==> images/metal_stack.png <==
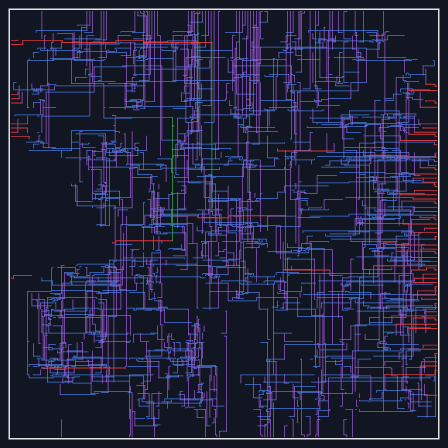
==> images/gate_families.png <==
The bar under the picture is 50 um long.
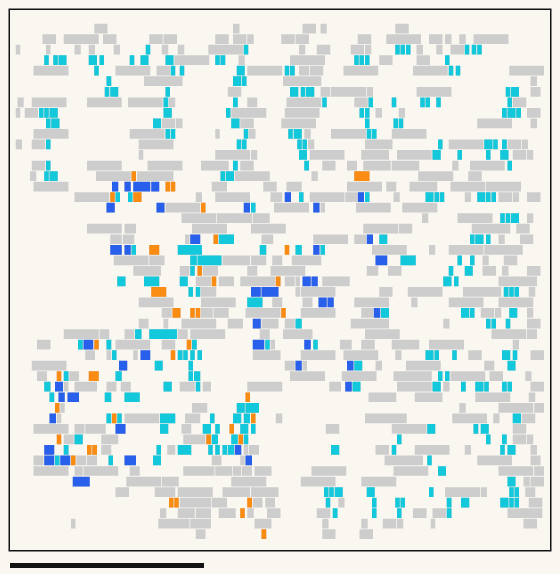
==> images/pins.png <==
Pins as bars across the die edge, other pins in grey.
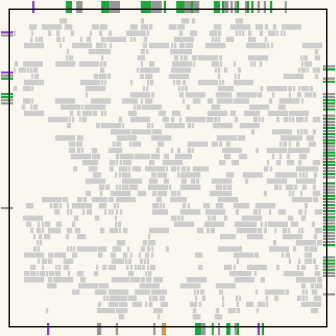
**src/rtl/rc_stage_if.sv**
```systemverilog
// rtl/rc_stage_if.sv - controller handshake and lane memory bus for the round-constant stage
interface rc_stage_if #(
    parameter int LANE_W = 64,
    parameter int ADDR_W = 5
);
    logic              start;
    logic [4:0]        iteration;
    logic              finish;
    logic [ADDR_W-1:0] mem_addr;
    logic              mem_rd;
    logic [LANE_W-1:0] mem_rdata;
    logic              mem_wr;
    logic [LANE_W-1:0] mem_wdata;

    modport master (
        output start, iteration, mem_rdata,
        input  finish, mem_addr, mem_rd, mem_wr, mem_wdata
    );

    modport slave (
        input  start, iteration, mem_rdata,
        output finish, mem_addr, mem_rd, mem_wr, mem_wdata
    );
endinterface

```
**src/rtl/rc_stage.sv**
```systemverilog
// rtl/rc_stage.sv - round-constant stage: LFSR-generated constant XORed into lane (0,0)
module rc_stage #(
    parameter int LANE_W      = 64,
    parameter int ADDR_W      = 5,
    parameter int LANE00_ADDR = 0
) (
    input  logic        clk,
    input  logic        rst,
    rc_stage_if.slave   bus
);
    typedef enum logic [2:0] {IDLE, SKIP, GEN, RD, WAIT, WR, DONE} state_t;

    state_t      state;
    logic [7:0]  lfsr;
    logic [7:0]  skip_cnt;
    logic [2:0]  gen_idx;
    logic [6:0]  rc_bits;
    logic [7:0]  skip_init;
    logic [7:0]  lfsr_next;
    logic [LANE_W-1:0] rc_const;

    // 7*i wraps in 8 bits for out-of-range round indices
    assign skip_init = 8'({3'b000, bus.iteration} * 8'd7);
    assign lfsr_next = {lfsr[6:0], 1'b0} ^ (lfsr[7] ? 8'h71 : 8'h00);

    // Only bit positions 2^j-1 of the constant can be nonzero
    always_comb begin
        rc_const     = '0;
        rc_const[0]  = rc_bits[0];
        rc_const[1]  = rc_bits[1];
        rc_const[3]  = rc_bits[2];
        rc_const[7]  = rc_bits[3];
        rc_const[15] = rc_bits[4];
        rc_const[31] = rc_bits[5];
        rc_const[63] = rc_bits[6];
    end

    always_ff @(posedge clk or negedge rst) begin
        if (!rst) begin
            state         <= IDLE;
            lfsr          <= 8'h01;
            skip_cnt      <= 8'h00;
            gen_idx       <= 3'd0;
            rc_bits       <= 7'h00;
            bus.finish    <= 1'b0;
            bus.mem_rd    <= 1'b0;
            bus.mem_wr    <= 1'b0;
            bus.mem_addr  <= '0;
            bus.mem_wdata <= '0;
        end else begin
            bus.finish   <= 1'b0;
            bus.mem_rd   <= 1'b0;
            bus.mem_wr   <= 1'b0;
            bus.mem_addr <= '0;
            case (state)
                IDLE: begin
                    if (bus.start) begin
                        lfsr     <= 8'h01;
                        skip_cnt <= skip_init;
                        gen_idx  <= 3'd0;
                        state    <= (skip_init != 8'h00) ? SKIP : GEN;
                    end
                end
                SKIP: begin
                    lfsr     <= lfsr_next;
                    skip_cnt <= skip_cnt - 8'd1;
                    if (skip_cnt == 8'd1) state <= GEN;
                end
                GEN: begin
                    rc_bits[gen_idx] <= lfsr[0];
                    lfsr             <= lfsr_next;
                    gen_idx          <= gen_idx + 3'd1;
                    if (gen_idx == 3'd6) begin
                        state        <= RD;
                        bus.mem_rd   <= 1'b1;
                        bus.mem_addr <= ADDR_W'(LANE00_ADDR);
                    end
                end
                RD: state <= WAIT;
                WAIT: begin
                    bus.mem_wdata <= bus.mem_rdata ^ rc_const;
                    bus.mem_wr    <= 1'b1;
                    bus.mem_addr  <= ADDR_W'(LANE00_ADDR);
                    state         <= WR;
                end
                WR: begin
                    bus.finish <= 1'b1;
                    state      <= DONE;
                end
                DONE:    state <= IDLE;
                default: state <= IDLE;
            endcase
        end
    end
endmodule
```
**src/flat_wrapper.sv**
```systemverilog
// flat-port wrapper written by rule: the top's interface ports become plain ports
module rc_stage_flat 
#(
    parameter int LANE_W      = 64,
    parameter int ADDR_W      = 5,
    parameter int LANE00_ADDR = 0
)
  (clk, rst, bus_start, bus_iteration, bus_mem_rdata, bus_finish, bus_mem_addr, bus_mem_rd, bus_mem_wr, bus_mem_wdata);
  rc_stage_if #(.LANE_W(LANE_W), .ADDR_W(ADDR_W)) bus_i ();
  input  logic clk;
  input  logic rst;
  input wire logic [$bits(bus_i.start)-1:0] bus_start;
  input wire logic [$bits(bus_i.iteration)-1:0] bus_iteration;
  input wire logic [$bits(bus_i.mem_rdata)-1:0] bus_mem_rdata;
  output wire logic [$bits(bus_i.finish)-1:0] bus_finish;
  output wire logic [$bits(bus_i.mem_addr)-1:0] bus_mem_addr;
  output wire logic [$bits(bus_i.mem_rd)-1:0] bus_mem_rd;
  output wire logic [$bits(bus_i.mem_wr)-1:0] bus_mem_wr;
  output wire logic [$bits(bus_i.mem_wdata)-1:0] bus_mem_wdata;
  assign bus_i.start = bus_start;
  assign bus_i.iteration = bus_iteration;
  assign bus_i.mem_rdata = bus_mem_rdata;
  assign bus_finish = bus_i.finish;
  assign bus_mem_addr = bus_i.mem_addr;
  assign bus_mem_rd = bus_i.mem_rd;
  assign bus_mem_wr = bus_i.mem_wr;
  assign bus_mem_wdata = bus_i.mem_wdata;
  rc_stage #(.LANE_W(LANE_W), .ADDR_W(ADDR_W), .LANE00_ADDR(LANE00_ADDR)) u_core (.clk(clk), .rst(rst), .bus(bus_i));
endmodule
```
**config.mk**
```make
export PLATFORM = sky130hd
export DESIGN_NAME = rc_stage_flat
export DESIGN_NICKNAME = d
export VERILOG_FILES = /design/src/rtl/rc_stage_if.sv /design/src/rtl/rc_stage.sv /design/src/flat_wrapper.sv
export SDC_FILE = /design/constraint.sdc
export NUM_CORES = 1
export LEC_CHECK = 0
export ABC_AREA = 1
export ABC_CLOCK_PERIOD_IN_PS = 1200
export CAP_MARGIN = 0
export CELL_PAD_IN_SITES_DETAIL_PLACEMENT = 0
export CELL_PAD_IN_SITES_GLOBAL_PLACEMENT = 2
export CORE_UTILIZATION = 24
export CTS_BUF_LIST = sky130_fd_sc_hd__clkbuf_16
export CTS_CLUSTER_SIZE = 28
export DETAILED_ROUTE_END_ITERATION = 7
export PLACE_DENSITY_LB_ADDON = 0.1
export SYNTH_ARGS = -nofsm -noshare
export SYNTH_HDL_FRONTEND = slang
export SYNTH_SLANG_ARGS = --single-unit
```
**constraint.sdc**
```tcl
create_clock -name clk -period 1.2 [get_ports clk]
set_input_delay 0.24 -clock clk [delete_from_list [all_inputs] [get_ports clk]]
set_output_delay 0.24 -clock clk [all_outputs]
set_load 0.01 [all_outputs]
```
==> flow_summary.yaml <==
# generated from flow reports
outcome:
  outcome: "complete, but fails checks"
  failed_checks: "setup timing"
layout:
  antenna_cells_inserted: 0
  reg_with_most_ffs: "u_core.bus.mem_wdata"
  area_growth_syn_to_layout_pct: 60.4
  post_route_cells_drive_above_1_share: 0.374
  final_layout_top_logic_cell: "sky130_fd_sc_hd__nand2_1"
  final_layout_top_logic_cells: "sky130_fd_sc_hd__nand2_1, sky130_fd_sc_hd__dfrtp_1, sky130_fd_sc_hd__buf_2, sky130_fd_sc_hd__clkdlybuf4s50_1, sky130_fd_sc_hd__nand2_2"
power_and_ir_drop:
  sequentialPowerShare: 0.325
  p_comb_frac: 0.514
  intPower_uw: 10800
  clock_power_share: 0.161
place:
  routabilityCongestion: 0.760
  place.port_buffers: 138
clocking:
  clkLatencyLatePin_ns: 0.34
  clock_sink_count: 96
  cts_buffers: 9
  cts-root-to-sink-buffers: 2
global_routing:
  grt_max_degree: 27
  vias_in_the_first_global_route: 4093
critical_path:
  timing.critical_path.from_type: "input pin"
  reg2reg_slack_ns: -0.18
  timing.critical_path.fanout_max: 4
  timing.critical_path.required_ns: 1.43
  ff2ff_path_depth: 7
  critical_path.reg2reg.startpoint: "u_core.state[1]$_DFFE_PN0P_"
job:
  drv.max_cap_violation_count: 0
final_timing:
  total_count_of_hold_check_failures_in_the_final_report: 0
  final-setup-viol-count: 83
  rsz0062_at_grt: "true"
  period_needed_ns: 1.84
  final.setup_skew_ns: 0.00729
  setup_slack_ns: -0.643
  fmaxAchievable_mhz: 542
floorplanning:
  die.size.x_um: 139
  fp_util: 0.249
  io_pins: 144
drt:
  drt-wirelength-per-cell_um: 14.0
  drtPass1Iterations: 4
  first_iter_violations: 94
  postRouteAntennaNets: 0
yosys:
  enable_flop_cells: 0
  netlist_top_cells_count: "sky130_fd_sc_hd__nand2_1, sky130_fd_sc_hd__dfrtp_1, sky130_fd_sc_hd__inv_1"
  synth.yosys.chip_area_mm2: 0.00453
  mappedNetlistArea_mm2: 0.00453
Back to the opening pictures, metal_stack.png:
legend:
  met3:
    colour: red
    wire_length: 668 um
  met1:
    colour: blue
    wire_length: 5950 um
  met4:
    colour: green
    wire_length: 169 um
  met2:
    colour: purple
    wire_length: 6460 um

Back to the opening pictures, gate_families.png:
legend:
  inverters:
    colour: orange
    cells: 39
  inverting AOI/OAI gates:
    colour: blue
    cells: 44
  NAND gates:
    colour: cyan
    cells: 248
    where: all over the die

Back to the opening pictures, pins.png:
legend:
  bus_mem_rdata:
    colour: green
    pins: 64
    direction: input
    edge: 27 right, 26 top, 8 bottom, 3 left
  bus_mem_rd:
    colour: orange
    pins: 1
    direction: output
    edge: bottom
  bus_mem_addr:
    colour: purple
    pins: 5
    direction: output
    edge: 2 bottom, 2 left, 1 top
all pins by edge: 60 right, 54 top, 20 bottom, 10 left

area by class of cell:
class / instances / area [um^2] / area share
Clock buffer: 9 / 225 / 0.0310
Clock inverter: 6 / 61.3 / 0.00843
Inverter: 39 / 174 / 0.0239
Multi-Input combinational cell: 353 / 2120 / 0.292
Sequential cell: 96 / 2400 / 0.331
Tap cell: 229 / 287 / 0.0394
Timing Repair Buffer: 214 / 2000 / 0.275
per-layer routing:
layer  global-route usage  vias up  part of all wire
li1                     -     1991                 -
met2                0.247       85              0.49
met5                    0        -                 0
met4               0.0380        0             0.013
met1                0.181     1867              0.45
met3               0.0337       11             0.050
logic make-up after synthesis:
| kind of cell | synth area share |
|---|---|
| AND-OR/OR-AND | 0.0604 |
| other | 0.000827 |
| XOR/XNOR | 0.0232 |
| adder cells (fa/ha/maj) | 0.0552 |
| flip-flops | 0.530 |
| AND/OR/NAND/NOR | 0.260 |
| buffers and inverters | 0.0701 |
metrics by stage:
stage	power [uW]	std cells	TNS (ns)
floorplan	9890	510	-3.81
global placement	13900	902	-17.46
detailed placement	14000	902	-19.91
CTS	18000	945	-9.50
global route	19200	946	-15.74
finish	17700	946	-9.04
timing repair:
action / 4_1_cts / 5_1_grt
endpoints found under the hold margin: 15 / 0
gates cloned: 9 / 0
endpoints found under the setup margin: 160 / 97
hold buffers: 1 / 0
resized: 397 / 25
buffers inserted: 18 / 1
pin swaps: 60 / 14
power by group through the flow:
stage                     clock (uW)  combinational (uW)  sequential [uW]
after detailed placement           0                8280             5700
after CTS                       3000                9220             5760
final                           2860                9100             5760
after global placement             0                8190             5680
after floorplan                    0                3740             6150
after global routing            3120               10000             5980
Power figures rest on the tool's default switching activity, not on a simulated workload.
